--- config.mk ---
export PLATFORM = sky130hd
export DESIGN_NAME = psram_arbiter
export DESIGN_NICKNAME = d
export VERILOG_FILES = /design/src/rtl/psram_arbiter.sv
export SDC_FILE = /design/constraint.sdc
export NUM_CORES = 1
export LEC_CHECK = 0
export CORE_MARGIN = 1
export CORE_UTILIZATION = 37
export CTS_CLUSTER_DIAMETER = 50
export DETAILED_ROUTE_END_ITERATION = 8
export PLACE_DENSITY = 0.89
export SYNTH_ARGS = -nofsm -noshare
export SYNTH_HDL_FRONTEND = slang
export SYNTH_SLANG_ARGS = --single-unit
--- constraint.sdc ---
create_clock -name clk -period 1.5 [get_ports clk]
set_input_delay 0.375 -clock clk [delete_from_list [all_inputs] [get_ports clk]]
set_output_delay 0.375 -clock clk [all_outputs]
set_load 0.01 [all_outputs]
--- src/rtl/psram_arbiter.sv ---
// psram_arbiter: two-port req/ack arbiter and asynchronous-SRAM cycle
// sequencer for the cellular RAM. Port 0 is the read-only sample fetcher,
// port 1 the read/write loader path. One access is in flight at a time:
// IDLE -> SETUP -> ACCESS (WAIT_CYCLES clocks) -> RECOVER -> IDLE.
// Compile-time option: define PSRAM_ARB_RR_EN for round-robin arbitration;
// left undefined, arbitration is fixed priority with port 0 first.
module psram_arbiter #(
    parameter int ADDR_W      = 26,
    parameter int DATA_W      = 16,
    parameter int WAIT_CYCLES = 7
) (
    input  logic              clk,
    input  logic              rst,
    input  logic              p0_req,
    input  logic [ADDR_W-1:0] p0_addr,
    output logic              p0_ack,
    output logic [DATA_W-1:0] p0_rdata,
    input  logic              p1_req,
    input  logic              p1_we,
    input  logic [ADDR_W-1:0] p1_addr,
    input  logic [DATA_W-1:0] p1_wdata,
    output logic              p1_ack,
    output logic [DATA_W-1:0] p1_rdata,
    output logic [ADDR_W-1:0] mem_adr,
    output logic [DATA_W-1:0] mem_dq_o,
    output logic              mem_dq_oe,
    input  logic [DATA_W-1:0] mem_dq_i,
    output logic              ram_cs_n,
    output logic              mem_oe_n,
    output logic              mem_wr_n,
    output logic              ram_lb_n,
    output logic              ram_ub_n,
    output logic              ram_adv_n,
    output logic              ram_clk
);

    typedef enum logic [1:0] {IDLE, SETUP, ACCESS, RECOVER} state_t;

    // ACCESS lasts WAIT_CYCLES clocks; the counter runs 0 .. WAIT_CYCLES-1
    localparam logic [3:0] CNT_LAST = 4'(WAIT_CYCLES - 1);

    state_t            state, state_nxt;
    logic [3:0]        cnt;
    logic              owner;      // 0 = port 0, 1 = port 1
    logic              we_r;
    logic [DATA_W-1:0] wdata_r;
    logic              grant_any;
    logic              grant_p1;
    logic              grant_now;
    logic              last_access;

    assign grant_any   = p0_req | p1_req;
    assign grant_now   = (state == IDLE) && grant_any;
    assign last_access = (cnt == CNT_LAST);

    // Async mode: no burst clock, address-valid tied active
    assign ram_adv_n = 1'b0;
    assign ram_clk   = 1'b0;
    assign mem_dq_o  = wdata_r;

`ifdef PSRAM_ARB_RR_EN
    logic last_owner;

    // Remember who won the last grant so contention alternates between ports
    always_ff @(posedge clk) begin
        if (rst)
            last_owner <= 1'b1;
        else if (grant_now)
            last_owner <= grant_p1;
    end

    assign grant_p1 = p1_req & (~p0_req | ~last_owner);
`else
    // Fixed priority: port 1 only wins when port 0 is not asking
    assign grant_p1 = p1_req & ~p0_req;
`endif

    // Sequencer state register
    always_ff @(posedge clk) begin
        if (rst)
            state <= IDLE;
        else
            state <= state_nxt;
    end

    // Next state and strobe decode; strobes are a pure function of state
    always_comb begin
        state_nxt = state;
        ram_cs_n  = 1'b1;
        mem_oe_n  = 1'b1;
        mem_wr_n  = 1'b1;
        ram_lb_n  = 1'b1;
        ram_ub_n  = 1'b1;
        mem_dq_oe = 1'b0;
        p0_ack    = 1'b0;
        p1_ack    = 1'b0;
        case (state)
            IDLE: begin
                if (grant_any)
                    state_nxt = SETUP;
            end
            SETUP: begin
                ram_cs_n  = 1'b0;
                ram_lb_n  = 1'b0;
                ram_ub_n  = 1'b0;
                mem_dq_oe = we_r;
                state_nxt = ACCESS;
            end
            ACCESS: begin
                ram_cs_n  = 1'b0;
                ram_lb_n  = 1'b0;
                ram_ub_n  = 1'b0;
                mem_oe_n  = we_r;
                mem_wr_n  = ~we_r;
                mem_dq_oe = we_r;
                if (last_access)
                    state_nxt = RECOVER;
            end
            RECOVER: begin
                // Keep driving write data past the WE# rising edge
                mem_dq_oe = we_r;
                p0_ack    = ~owner;
                p1_ack    = owner;
                state_nxt = IDLE;
            end
            default: state_nxt = IDLE;
        endcase
    end

    // Grant latch, access counter and read-data capture
    always_ff @(posedge clk) begin
        if (rst) begin
            owner    <= 1'b0;
            we_r     <= 1'b0;
            wdata_r  <= '0;
            mem_adr  <= '0;
            cnt      <= '0;
            p0_rdata <= '0;
            p1_rdata <= '0;
        end else begin
            if (grant_now) begin
                owner   <= grant_p1;
                we_r    <= grant_p1 & p1_we;
                mem_adr <= grant_p1 ? p1_addr : p0_addr;
                if (grant_p1 && p1_we)
                    wdata_r <= p1_wdata;
            end
            if (state == SETUP)
                cnt <= '0;
            else if (state == ACCESS)
                cnt <= cnt + 4'd1;
            if ((state == ACCESS) && last_access && !we_r) begin
                if (owner)
                    p1_rdata <= mem_dq_i;
                else
                    p0_rdata <= mem_dq_i;
            end
        end
    end

endmodule
Figure 1. Metal 2.
Bar = 20 µm.
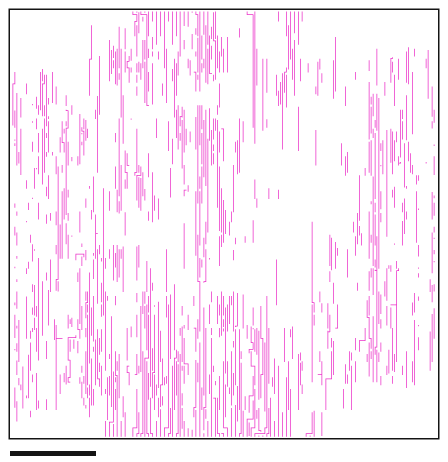
wire length on this layer	4610 µm
nets with wire on the layer	568
longest straight run	39.8 µm
main direction	vertical
met2 Usage GRT: 0.331
total number of vias: 3237
Post-Route WL: 9360 µm

==> flow_summary_export.csv <==
group,metric,value,unit
status,outcome,"finished, violations left",
status,violations,"setup timing",
layout,drive_above_1_share,0.130,
worst_setup_path,path_cells,"buf_6, ha_4, and2_4, buf_6",
timing,setup_tns,-881,ps
pwr,irDropWorstVdd,0.638,mV
layout,final_util,0.624,
layout,final_cell_mix,"clkdlybuf4s50_1 (87), dfxtp_1 (80), dlygate4sd2_1 (74), mux2i_1 (59), nand2b_1 (50)",
worst_setup_path,cpMostUsedCell,"buf_6",
pwr,comb_power_share,0.375,
timing,skew,11.2,ps
worst_setup_path,critPathSlowestCell,"dfxtp_2",
clocking,cts_root_buf,"clkbuf_8",
synthesis,ys.flops,82,
grt,grt_use_met3,0.0501,
timing,layout_setup_ws,-93.2,ps
layout,buffers_excl_clock,197,
layout,comb_area_frac,0.309,
worst_setup_path,path_depth,4,
hold_path,min_to,"we_r",
synthesis,ys_sh_mux,0.166,
layout,num-nonclk-inverters,5,
run,cap_violations,0,
clocking,numCtsBuffers,9,
route,route.top_layer_used,"met4",
pwr,total_leakage_power,0.00260,µW
worst_setup_path,worstReg2RegEnd,"p1_rdata[13]",
worst_setup_path,r2r_cells,8,
timing,min_period,1590,ps
pwr,total_power,7370,µW
pwr,powerSeq,2660,µW
synthesis,yosys_area,0.00356,mm²
synthesis,ff_type,"dfxtp_1",
layout,largest_reg_flops,26,
worst_setup_path,critPathLaunchType,"register",
worst_setup_path,crit_path_end_kind,"output pin",
route,drt_iter0_drc,47,
route,routed-wl-met2,4610,µm
worst_setup_path,cp_num_buf_inv,2,
clocking,clk_path_buf_depth,2,
synthesis,ys_sh_xor,0.00739,
timing,period_used_share,1.06,
clocking,h-tree-depth,3,
timing,setup_viol,30,
route,routed_via_density,4.78,
placement,portBuffers,170,
timing,maxSlewViolCount,0,
worst_setup_path,worst_ep_required_time,1120,ps
layout,layout_top_cell,"clkdlybuf4s50_1",
grt,grt_overflow,0,
floorplanning,fp.dieW,100,µm
placement,pre_cts_ws,-301,ps
worst_setup_path,reg2reg_slack,-30,ps
grt,busiest_layer,"met2",
synthesis,ys_sh_adder,0.0211,
worst_setup_path,crit_start,"state[1]",
floorplanning,io_pins,173,
clocking,clkLatencyLatePin,340,ps
clocking,cts_tree,"done",
floorplanning,fp_util,0.383,
clocking,hold_buffers,0,
layout,nonClkBufAreaFrac,0.333,
synthesis,yosysWarnings,0,
placement,gp_congestion,0.744,
Figure 2. Routed metal, one color a layer.
Only two layers are drawn.
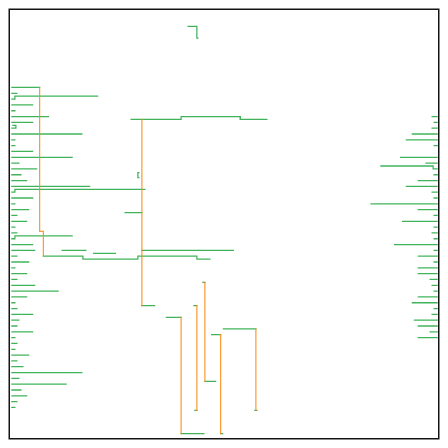
color	layer	wire length
orange	metal 4	201 µm
green	metal 3	566 µm
routed len/inst: 13.8 µm
All-Layer GR Usage: 0.184

Power figures rest on the tool's default switching activity, not on a simulated workload.
